[src/rtl/usb_fifo_sequencer.sv]
`default_nettype none
// ============================================================================
// Module   : usb_fifo_sequencer
// Purpose  : FT245-style FIFO sequencer that arbitrates host byte reads
//            against tagged-nibble status reports with timed rd_n/wr_n strobes.
//            Optional transmit timeout: define USB_FIFO_SEQ_TIMEOUT_EN.
// Revision : 1.0 - initial release
// ============================================================================
module usb_fifo_sequencer #(
  parameter int STROBE_CYCLES   = 3,
  parameter int RECOVERY_CYCLES = 3,
  parameter int NUM_CHANNELS    = 4,
  parameter int TIMEOUT_CYCLES  = 1024
) (
  input  logic                      clk,
  input  logic                      reset,
  input  logic                      rxf_n,
  input  logic                      txe_n,
  input  logic [7:0]                usb_data_in,
  input  logic                      report_request,
  input  logic [4*NUM_CHANNELS-1:0] report_data,
  output logic [7:0]                usb_data_out,
  output logic                      usb_data_oe,
  output logic                      rd_n,
  output logic                      wr_n,
  output logic [7:0]                rx_data,
  output logic                      rx_valid,
  output logic                      report_done,
  output logic                      timeout_err,
  output logic                      busy,
  output logic [2:0]                state_out
);

  localparam int c_max_sr  = (STROBE_CYCLES > RECOVERY_CYCLES) ? STROBE_CYCLES : RECOVERY_CYCLES;
  localparam int c_max_cnt = (c_max_sr > TIMEOUT_CYCLES) ? c_max_sr : TIMEOUT_CYCLES;
  localparam int c_cnt_w   = $clog2(c_max_cnt + 1);

  localparam logic [c_cnt_w-1:0] c_strobe_last = c_cnt_w'(STROBE_CYCLES - 1);
  localparam logic [c_cnt_w-1:0] c_recov_last  = c_cnt_w'(RECOVERY_CYCLES - 1);
  localparam logic [c_cnt_w-1:0] c_cnt_one     = c_cnt_w'(1);
  localparam logic [3:0]         c_last_idx    = 4'(NUM_CHANNELS - 1);

  localparam logic [2:0] c_idle      = 3'd0;
  localparam logic [2:0] c_rd_strobe = 3'd1;
  localparam logic [2:0] c_rd_recov  = 3'd2;
  localparam logic [2:0] c_wr_wait   = 3'd3;
  localparam logic [2:0] c_wr_strobe = 3'd4;
  localparam logic [2:0] c_wr_recov  = 3'd5;
  localparam logic [2:0] c_done      = 3'd6;

  logic [2:0]                r_state;
  logic [c_cnt_w-1:0]        r_cnt;
  logic [3:0]                r_idx;
  logic [4*NUM_CHANNELS-1:0] r_snap;
  logic [7:0]                r_rx_data;
  logic                      r_rx_valid;
  logic [3:0]                w_nibble;
  logic                      w_wr_phase;

`ifdef USB_FIFO_SEQ_TIMEOUT_EN
  localparam logic [c_cnt_w-1:0] c_timeout_last = c_cnt_w'(TIMEOUT_CYCLES - 1);
  logic r_timeout_err;
  assign timeout_err = r_timeout_err;
`else
  assign timeout_err = 1'b0;
`endif

  // The shared counter is zeroed on every state change, so WR_WAIT entry
  // always starts the timeout count from zero.
  always_ff @(posedge clk or posedge reset) begin
    if (reset) begin
      r_state    <= c_idle;
      r_cnt      <= '0;
      r_idx      <= 4'd0;
      r_snap     <= '0;
      r_rx_data  <= 8'h00;
      r_rx_valid <= 1'b0;
`ifdef USB_FIFO_SEQ_TIMEOUT_EN
      r_timeout_err <= 1'b0;
`endif
    end else begin
      r_rx_valid <= 1'b0;
`ifdef USB_FIFO_SEQ_TIMEOUT_EN
      r_timeout_err <= 1'b0;
`endif
      case (r_state)
        c_idle: begin
          r_cnt <= '0;
          if (report_request) begin
            r_snap  <= report_data;
            r_idx   <= 4'd0;
            r_state <= c_wr_wait;
          end else if (!rxf_n) begin
            r_state <= c_rd_strobe;
          end
        end
        c_rd_strobe: begin
          if (r_cnt == c_strobe_last) begin
            r_rx_data  <= usb_data_in;
            r_rx_valid <= 1'b1;
            r_cnt      <= '0;
            r_state    <= c_rd_recov;
          end else begin
            r_cnt <= r_cnt + c_cnt_one;
          end
        end
        c_rd_recov: begin
          if (r_cnt == c_recov_last) begin
            r_cnt   <= '0;
            r_state <= c_idle;
          end else begin
            r_cnt <= r_cnt + c_cnt_one;
          end
        end
        c_wr_wait: begin
          if (!txe_n) begin
            r_cnt   <= '0;
            r_state <= c_wr_strobe;
          end
`ifdef USB_FIFO_SEQ_TIMEOUT_EN
          else if (r_cnt == c_timeout_last) begin
            r_cnt         <= '0;
            r_timeout_err <= 1'b1;
            r_state       <= c_idle;
          end else begin
            r_cnt <= r_cnt + c_cnt_one;
          end
`endif
        end
        c_wr_strobe: begin
          if (r_cnt == c_strobe_last) begin
            r_cnt   <= '0;
            r_state <= c_wr_recov;
          end else begin
            r_cnt <= r_cnt + c_cnt_one;
          end
        end
        c_wr_recov: begin
          if (r_cnt == c_recov_last) begin
            r_cnt <= '0;
            if (r_idx == c_last_idx) begin
              r_state <= c_done;
            end else begin
              r_idx   <= r_idx + 4'd1;
              r_state <= c_wr_wait;
            end
          end else begin
            r_cnt <= r_cnt + c_cnt_one;
          end
        end
        c_done: begin
          r_cnt   <= '0;
          r_state <= c_idle;
        end
        default: begin
          r_cnt   <= '0;
          r_state <= c_idle;
        end
      endcase
    end
  end

  always_comb begin
    w_nibble = 4'h0;
    for (int i = 0; i < NUM_CHANNELS; i++) begin
      if (r_idx == 4'(i)) w_nibble = r_snap[4*i +: 4];
    end
  end

  // All outputs decode from registered state only; no input-to-output paths.
  assign w_wr_phase   = (r_state == c_wr_wait) || (r_state == c_wr_strobe) ||
                        (r_state == c_wr_recov) || (r_state == c_done);
  assign usb_data_oe  = w_wr_phase;
  assign usb_data_out = w_wr_phase ? {r_idx + 4'd1, w_nibble} : 8'h00;
  assign rd_n         = (r_state != c_rd_strobe);
  assign wr_n         = (r_state != c_wr_strobe);
  assign rx_data      = r_rx_data;
  assign rx_valid     = r_rx_valid;
  assign report_done  = (r_state == c_done);
  assign busy         = (r_state != c_idle);
  assign state_out    = r_state;

endmodule
`default_nettype wire

[config.mk]
export PLATFORM = sky130hd
export DESIGN_NAME = usb_fifo_sequencer
export DESIGN_NICKNAME = d
export VERILOG_FILES = /design/src/rtl/usb_fifo_sequencer.sv
export SDC_FILE = /design/constraint.sdc
export NUM_CORES = 1
export LEC_CHECK = 0
export CAP_MARGIN = 15
export CORE_UTILIZATION = 49
export CTS_CLUSTER_DIAMETER = 200
export DETAILED_ROUTE_END_ITERATION = 8
export PLACE_DENSITY = 0.88
export SLEW_MARGIN = 10
export SYNTH_ARGS = -nofsm -noshare
export SYNTH_HDL_FRONTEND = slang
export SYNTH_SLANG_ARGS = --single-unit
[constraint.sdc]
create_clock -name clk -period 2.05 [get_ports clk]
set_input_delay 0.3075 -clock clk [delete_from_list [all_inputs] [get_ports clk]]
set_output_delay 0.3075 -clock clk [all_outputs]
set_load 0.01 [all_outputs]
Figure 1. Routed metal, one colour a layer (run 1).
Scale: 6 px per µm.
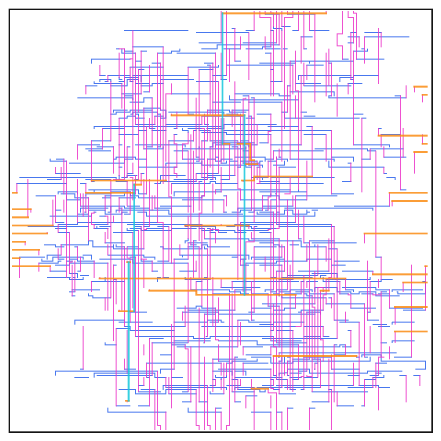
- orange: metal 3 (wire length 261 µm)
- blue: metal 1 (wire length 2410 µm)
- cyan: metal 4 (wire length 95.9 µm)
- magenta: metal 2 (wire length 2450 µm)
gr usage total: 22.30%
detailed-route wire length: 5.215 mm
wire per inst: 15.95 µm

Figure 2. Sequential cells grouped by signal name (run 1).
Scale: 4 px per µm.
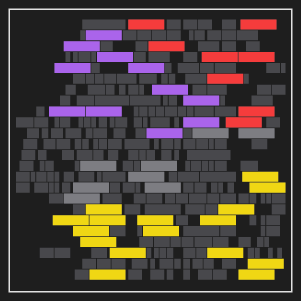
- purple: r_cnt (sequential cells 11)
- red: rx_data (sequential cells 8; where top right)
- yellow: r_snap (sequential cells 16)
- not coloured: 8
sequential cell area: 0.001076 mm²
P_seq: 1340 µW
Util after Layout: 70.58%

==> flow_summary.yaml, run 1 <==
# generated from flow reports
final_layout:
  top_area_cell_class: "logic gates"
  logic_area_mm2: 0.001165
  layout_top_cells_excl_fill_tap: "dfrtp_1 (43), clkdlybuf4s50_1 (42), nor2_1 (15), buf_4 (15), nand2_1 (13)"
  clockBufferCount: 6
outcome:
  run_status: "complete, but fails checks"
  failed_checks: "negative setup slack"
routing:
  detail_route.wirelength.met1_mm: 2.407
  drt_first_pass_iters: 4
  top_layer_used: "met4"
yosys:
  edf_count: 0
  synthesis.area_mm2: 0.002282
  yosys-dominant-comb-family: "simple AND/OR/NAND/NOR gates"
  synth_xor_xnor_area_share_pct: 3.454
placement:
  gpl_congestion: 0.8018
grt:
  wire_length_of_the_first_global_routing_pass_mm: 8.556
clock_tree:
  cts_resized: 32
  post-cts-setup-buffer-count: 0
final_timing:
  finalSetupViolations: 3
  finalWorstSetupSlack_ns: -0.02225
power_and_ir_drop:
  power_per_cell_area_mw_per_mm2: 1276
die:
  tapCellCount: 52
Figure 3. Routing congestion (run 1).
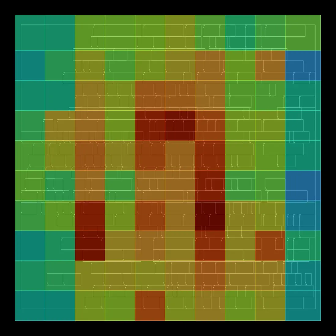
routing usage on met1: 31.13%
GR met3 Demand/Resource: 5.051%
M2 GR Usage: 34.18%

## run 1: final timing paths
path	startpoint	endpoint	slack, ns	cells after the start
hold / removal	reset	rx_data[1]	0.45	3
hold reg to reg	r_snap[13]	r_snap[13]	0.52	1
setup / recovery	r_idx[1]	usb_data_out[3]	-0.02	7
min in group clk	r_snap[13]	r_snap[13]	0.52	1
max in group asynchronous	reset	r_snap[0]	1.24	3
setup reg to reg	r_cnt[0]	rx_data[0]	0.15	6
## run 1: where the power goes
group	internal [µW]	switching, µW
clock network	487	292
registers	1150	196
logic	1020	838
total	2650	1330
## run 1: critical path: cells and delay by family, from the launching register on
kind | cells | cell delay (ns)
buf+inv | 2 | 0.26
simple gates | 1 | 0.18
flops | 1 | 0.40
fa+ha+maj | 1 | 0.17
compound gates | 3 | 0.46
Figure 4. Ports around the boundary (run 1).
Scale: 4 px per µm. Pins as bars across the die edge, other pins in grey.
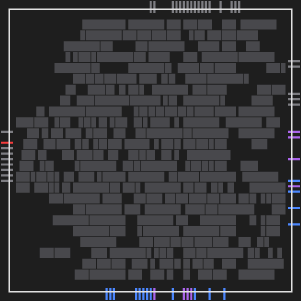

==> inputs of run 2 (changes only) <==
--- a/config.mk
+++ b/config.mk
@@ -5,8 +5,9 @@
 export SDC_FILE = /design/constraint.sdc
 export NUM_CORES = 1
 export LEC_CHECK = 0
+export ABC_AREA = 1
 export CAP_MARGIN = 15
-export CORE_UTILIZATION = 49
+export CORE_UTILIZATION = 50
 export CTS_CLUSTER_DIAMETER = 200
 export DETAILED_ROUTE_END_ITERATION = 8
 export PLACE_DENSITY = 0.88
Figure 5. Ports around the boundary (run 2).
Scale: 4 px per µm. Pins as bars across the die edge, other pins in grey.
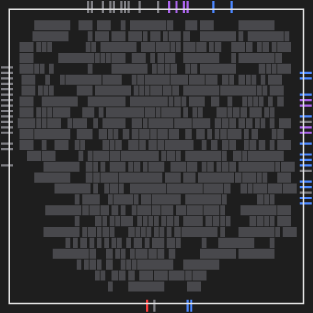
- red: txe_n (pins 1; direction input; edge bottom)
- blue: report_data (pins 16; direction input; edge 12 right, 2 top, 2 bottom)
- purple: usb_data_out (pins 8; direction output; edge 4 right, 4 top)
- all pins by edge: 19 right, 16 left, 16 top, 4 bottom
IO buf count: 53
Die Height: 73.19 µm
die outline width: 73.19 µm

Figure 6. Sequential cells grouped by signal name (run 2).
Scale: 4 px per µm.
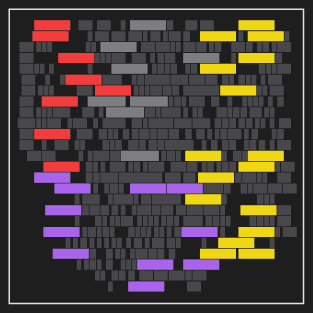
- yellow: r_snap (sequential cells 16)
- purple: r_cnt (sequential cells 11)
- red: rx_data (sequential cells 8)
Util after Layout: 69.80%
flop share of the area: 32.36%

==> run 2 against run 1 <==
Effect of this change: the run now ends clean; cell count rose by 42%; area after synthesis grew 11%; register-to-register slack better by 0.28 ns; total power is 3.2% higher; combinational power up 14%; sequential power is essentially flat; hold slack lost 0.015 ns; sequential share of layout area is 2.2 points lower; maximum frequency rose by 6.6%; non-clock buffer count decreased by 2; critical path type unchanged.
==> flow_summary.yaml, run 2 <==
# generated from flow reports
final_layout:
  clockBufferCount: 5
  logic_area_mm2: 0.001304
  top_area_cell_class: "logic gates"
  layout_top_cells_excl_fill_tap: "nand2_1 (91), clkdlybuf4s50_1 (42), nand3_1 (41)"
  sequential_cell_area_mm2: 0.001081
power_and_ir_drop:
  sequentialPowerShare_pct: 32.7
  power_sequential_uw: 1340
  dominant_power_group: "combinational cells"
  pwr.group.combinational_uw: 2110
  clockPowerShare_pct: 15.8
  power_per_cell_area_mw_per_mm2: 1228
  sw_frac_of_total_pct: 41.40
  clock_power_uw: 650
  total_power_draw_uw: 4104
  power.share.combinational_pct: 51.5
  internal_power_of_the_cells_uw: 2405
worst_setup_path:
  worst_path_dominant_cell_family: "buffers and inverters"
  reg2regPathDepth: 10
  cell_depth_of_the_worst_setup_path: 4
  timing.rr.end: "rx_data[5]"
  critical_path.startpoint: "state_out[1]"
yosys:
  edf_count: 0
  yosys-dominant-comb-family: "simple AND/OR/NAND/NOR gates"
  synth_xor_xnor_area_share_pct: 2.074
  synthesis.area_mm2: 0.002534
routing:
  drt_first_pass_iters: 4
  detail_route.wirelength.met1_mm: 2.569
  finalWirelength_mm: 5.928
  top_layer_used: "met4"
die:
  core-area_mm2: 0.004786
  tapCellCount: 67
grt:
  wire_length_of_the_first_global_routing_pass_mm: 10.03
  use_met2_pct: 40.33
  grtUsageMet1_pct: 31.12
  gr-usage-met3_pct: 6.492
  global_route.usage.total_pct: 24.79
outcome:
  run_status: "finished, final reports clean"
placement:
  gpl_congestion: 0.9085
clock_tree:
  post-cts-setup-buffer-count: 6
  cts_resized: 21
==> run 2: cell types whose count changed in the layout (fill, tap and decap cells not counted), sizes merged, moves of 6 or more <==
cell,delta
a21oi,+7
nor2,+31
inv,+23
nand2,+87
nand3,+39
mux2,-20
a211oi,-6
==> run 2: through the flow <==
stage / instances / cell area, µm² / TNS [ns] / setup WS [ns]
floorplan: 330 / 2534 / 0 / 0.5209
global placement: 450 / 3143 / 0 / 0.03269
detailed placement: 450 / 3143 / -0.03647 / -0.02348
CTS: 463 / 3322 / -0.001238 / -0.001238
global route: 463 / 3341 / -0.001931 / -0.001931
finish: 463 / 3341 / 0 / 0.1070
No activity file was given, so power comes from the tool's default toggle rates.
